==> images/layer_met1.png <==
Scale bar: 50 um. Supply wires on this layer in gray.
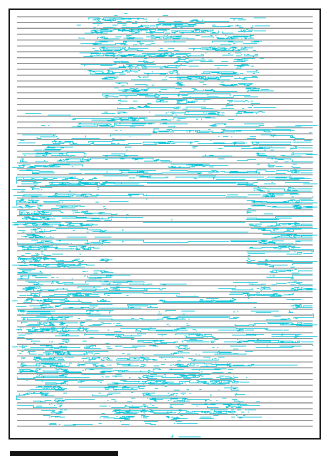
==> images/layer_met2.png <==
Cells faint in the background.
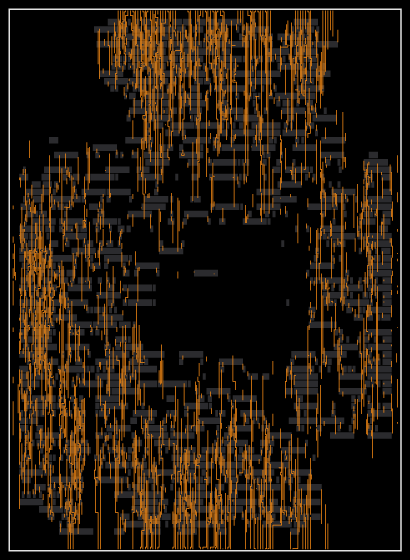
$ cat src/rtl/memory_to_dram.sv
// memory_to_dram: reads a programmed run of wide BRAM words and emits each
// one as a sequence of narrow DRAM beats on a valid/ready stream, most
// significant beat first. The BRAM word is left-aligned and zero-padded at
// the LSB end, which matches the alignment used by the DRAM-to-memory packer.
module memory_to_dram #(
  parameter int DATA_IN_BITWIDTH  = 163,
  parameter int DATA_OUT_BITWIDTH = 32,
  parameter int ADDR_BITWIDTH     = 10
) (
  input  logic                         clk_i,
  input  logic                         mem_to_dram_rst_i,
  input  logic                         start_i,
  input  logic [ADDR_BITWIDTH-1:0]     base_addr_i,
  input  logic [ADDR_BITWIDTH:0]       num_words_i,
  output logic [ADDR_BITWIDTH-1:0]     mem_addr_o,
  output logic                         mem_read_enable_o,
  input  logic [DATA_IN_BITWIDTH-1:0]  mem_data_i,
  output logic [DATA_OUT_BITWIDTH-1:0] data_out_o,
  output logic                         data_valid_o,
  input  logic                         dram_ready_i,
  output logic                         busy_o,
  output logic                         done_o
);

  localparam int BEATS             = (DATA_IN_BITWIDTH + DATA_OUT_BITWIDTH - 1) / DATA_OUT_BITWIDTH;
  localparam int PAD_BITWIDTH      = BEATS * DATA_OUT_BITWIDTH;
  localparam int BEAT_CNT_BITWIDTH = (BEATS > 1) ? $clog2(BEATS) : 1;
  localparam logic [BEAT_CNT_BITWIDTH-1:0] LAST_BEAT = BEAT_CNT_BITWIDTH'(BEATS - 1);

  typedef enum logic [2:0] {
    S_IDLE,
    S_FETCH,
    S_CAPTURE,
    S_SEND,
    S_DONE
  } state_t;

  state_t                         r_state;
  state_t                         w_next_state;
  logic [PAD_BITWIDTH-1:0]        r_shift;
  logic [BEAT_CNT_BITWIDTH-1:0]   r_beat;
  logic [ADDR_BITWIDTH:0]         r_words;
  logic [ADDR_BITWIDTH-1:0]       r_addr;

  logic                           w_start_accept;
  logic                           w_beat_accept;
  logic                           w_last_beat;
  logic [PAD_BITWIDTH-1:0]        w_load;

  assign w_start_accept = (r_state == S_IDLE) && start_i;
  assign w_beat_accept  = (r_state == S_SEND) && dram_ready_i;
  assign w_last_beat    = w_beat_accept && (r_beat == LAST_BEAT);

  // Left-align the BRAM word inside the beat-multiple frame; the shift form
  // stays legal when the word already fills the frame exactly (zero padding).
  assign w_load = PAD_BITWIDTH'(mem_data_i) << (PAD_BITWIDTH - DATA_IN_BITWIDTH);

  // State register.
  always_ff @(posedge clk_i or posedge mem_to_dram_rst_i) begin
    if (mem_to_dram_rst_i) begin
      r_state <= S_IDLE;
    end else begin
      // NOTE: clocked state uses non-blocking assignment so every register
      // samples the pre-edge values of the others, whatever the block order.
      r_state <= w_next_state;
    end
  end

  // Next-state decode.
  always_comb begin
    // NOTE: the default assignment up front keeps every path assigned, so no
    // latch is inferred when a case branch leaves the state unchanged.
    w_next_state = r_state;
    case (r_state)
      S_IDLE: begin
        if (start_i) begin
          w_next_state = (num_words_i == '0) ? S_DONE : S_FETCH;
        end
      end
      S_FETCH:   w_next_state = S_CAPTURE;
      S_CAPTURE: w_next_state = S_SEND;
      S_SEND: begin
        if (w_last_beat) begin
          w_next_state = (r_words != '0) ? S_FETCH : S_DONE;
        end
      end
      S_DONE:    w_next_state = S_IDLE;
      default:   w_next_state = S_IDLE;
    endcase
  end

  // Datapath: transfer parameters, address/word counters, beat shifter.
  always_ff @(posedge clk_i or posedge mem_to_dram_rst_i) begin
    if (mem_to_dram_rst_i) begin
      r_shift <= '0;
      r_beat  <= '0;
      r_words <= '0;
      r_addr  <= '0;
    end else begin
      case (r_state)
        S_IDLE: begin
          if (w_start_accept) begin
            r_addr  <= base_addr_i;
            r_words <= num_words_i;
          end
        end
        S_CAPTURE: begin
          // BRAM data for the address issued in FETCH is valid this cycle.
          r_shift <= w_load;
          r_beat  <= '0;
          r_words <= r_words - 1'b1;
          r_addr  <= r_addr + 1'b1;
        end
        S_SEND: begin
          if (w_beat_accept) begin
            r_shift <= r_shift << DATA_OUT_BITWIDTH;
            r_beat  <= r_beat + 1'b1;
          end
        end
        default: begin
        end
      endcase
    end
  end

  // Outputs come straight from registers (state and shifter), so they are
  // glitch-free and fall to zero as soon as reset is asserted. The shifter
  // is fully drained after the last beat, so data_out_o reads zero whenever
  // no beat is presented.
  assign mem_addr_o        = r_addr;
  assign mem_read_enable_o = (r_state == S_FETCH);
  assign data_out_o        = r_shift[PAD_BITWIDTH-1 -: DATA_OUT_BITWIDTH];
  assign data_valid_o      = (r_state == S_SEND);
  assign busy_o            = (r_state != S_IDLE);
  assign done_o            = (r_state == S_DONE);

endmodule

$ cat config.mk
export PLATFORM = sky130hd
export DESIGN_NAME = memory_to_dram
export DESIGN_NICKNAME = d
export VERILOG_FILES = /design/src/rtl/memory_to_dram.sv
export SDC_FILE = /design/constraint.sdc
export NUM_CORES = 1
export LEC_CHECK = 0
export ABC_AREA = 1
export CORE_ASPECT_RATIO = 1.4
export CORE_MARGIN = 3
export CORE_UTILIZATION = 35
export CTS_CLUSTER_DIAMETER = 80
export DETAILED_ROUTE_END_ITERATION = 16
export DONT_BUFFER_PORTS = 1
export HOLD_SLACK_MARGIN = 0.15
export PLACE_DENSITY = 0.59
export SYNTH_ARGS = -nofsm -noshare
export SYNTH_HDL_FRONTEND = slang
export SYNTH_SLANG_ARGS = --single-unit
$ cat constraint.sdc
create_clock -name clk_i -period 6.1 [get_ports clk_i]
set_clock_uncertainty 0.2 [all_clocks]
set_input_delay 0.61 -clock clk_i [delete_from_list [all_inputs] [get_ports clk_i]]
set_output_delay 0.61 -clock clk_i [all_outputs]
set_load 0.02 [all_outputs]
==> results.txt <==
flow finished, numbers: all-layer global routing usage=between 15 and 20%, Worst-path clk slew=roughly 0.07 ns, placed insts=1,366, max-slew violation count=0, yosys simple share=between 15 and 20%, Initial DRC Count=around 440, Leakage=roughly 4.9 nW, Hold Path Class=input pin to flip-flop, outcome=completed, CTS sink cnt=about 190, Global Route met2 Usage=about a quarter, post-detail-place hpwl=15,400 um, GR Layer Usage met1=a little over a fifth, count of library flops with an enable pin=0, vias in the first global route=~7,300, GRT Max-Usage Layer=met2, crit start category=flip-flop, CTS tree=built, die width=144 um, OpenROAD warnings=39, ys async rst share=100%, Initial DRT Pass Iterations=5, final setup violation count=0, Root Buffer=clkbuf_16, initial antenna violation count=2, Ports=around 230, # H-tree levels=4, Tot Pwr=approximately 0.0060 W, final core utilization=between 40% and 50%, mux share=0%, clk buf depth=2, final hold violations=0, Post-synth area hogs=dfrtp_1, nand2_1, o21ai_0, endpoint class of the critical path=primary output
About layer_met1.png:
- wire length on this layer: 10,600 um
- longest straight run: 69.0 um
- share of all routed wire: 45%

About layer_met2.png:
- share of all routed wire: 48%
- wire length on this layer: 11,400 um
- main direction: vertical
- nets with wire on the layer: 1,041

==> state kept, by name (all words and copies together) (netlist names) <==
name	count
r_shift	163
r_words	11
mem_addr_o	10
r_beat	3
r_state	3
==> cells by family after synthesis <==
logic type	count (synthesis)
compound gates	296
xor+xnor	3
fa+ha+maj	4
buf+inv	236
flops	190
simple gates	410
==> final cells by class <==
type | instances | area [um2]
clock inverters | 13 | 156
inverters | 135 | 519
repair buffers | 138 | 1380
fillers | 2600 | 15100
multi-input cells | 713 | 3430
well taps | 324 | 405
flip-flops and latches | 190 | 4750
diodes | 3 | 7.51
clock buffers | 18 | 429
==> cells in the final DEF (no fill, tap or decap) <==
cell           count
a21oi_1           37
a31oi_1           33
buf_12             1
buf_4              3
bufinv_16          2
clkbuf_1           1
clkbuf_16         17
clkinv_4           3
clkinvlp_4         2
dfrtp_1          190
diode_2            3
dlygate4sd3_1    134
ha_1               4
inv_1            131
inv_2              2
inv_6              6
inv_8              2
nand2_1          275
nand2_8            1
nand3_1           27
nand3_2            1
nand3_4            1
nand3b_1           1
nand4_1            3
nor2_1            97
nor2_2             1
nor3_1             3
o211ai_1          72
o21a_1             4
o21ai_0          140
o21ai_1            4
o21bai_1           2
o22ai_1            4
xor2_1             3
==> worst max path at each step <==
stage / to / slack, ns
after global routing: data_valid_o / 2.40
after floorplan: mem_addr_o[0] / 0.12
final: data_valid_o / 2.66
after global placement: r_shift[112] / 2.95
after CTS: data_valid_o / 2.54
after detailed placement: r_shift[114] / 2.85
==> report_power, final <==
part / internal, W / switching (W)
clock network: 0.000614 / 0.000520
logic: 0.000816 / 0.00167
registers: 0.00189 / 0.000484
total: 0.00332 / 0.00267
==> what timing repair did <==
item                      4_1_cts  5_1_grt
gates resized                   0        0
setup buffers                   0        0
hold endpoints to repair      257        0
hold buffers                  134        0
==> critical path, cell delays in order (launching register included) <==
cell,delay (ns)
dfrtp_1,0.39
inv_1,0.17
nand3_4,0.40
inv_6,0.73
buf_12,0.44
==> stage by stage <==
step | cell area [um2] | setup WS [ns]
2_1_floorplan | 9310 | 0.120
3_3_place_gp | 9150 | 2.95
3_5_place_dp | 9150 | 2.85
4_1_cts | 11100 | 2.54
5_1_grt | 11100 | 2.40
6_report | 11100 | 2.66
==> metal layers <==
| layer | up-vias | routed length, um |
|---|---|---|
| li1 | 3798 | - |
| met1 | 3398 | 10600 |
| met2 | 177 | 11400 |
| met3 | 23 | 1280 |
| met4 | 0 | 330 |
| met5 | - | 0 |
No activity file was given, so power comes from the tool's default toggle rates.
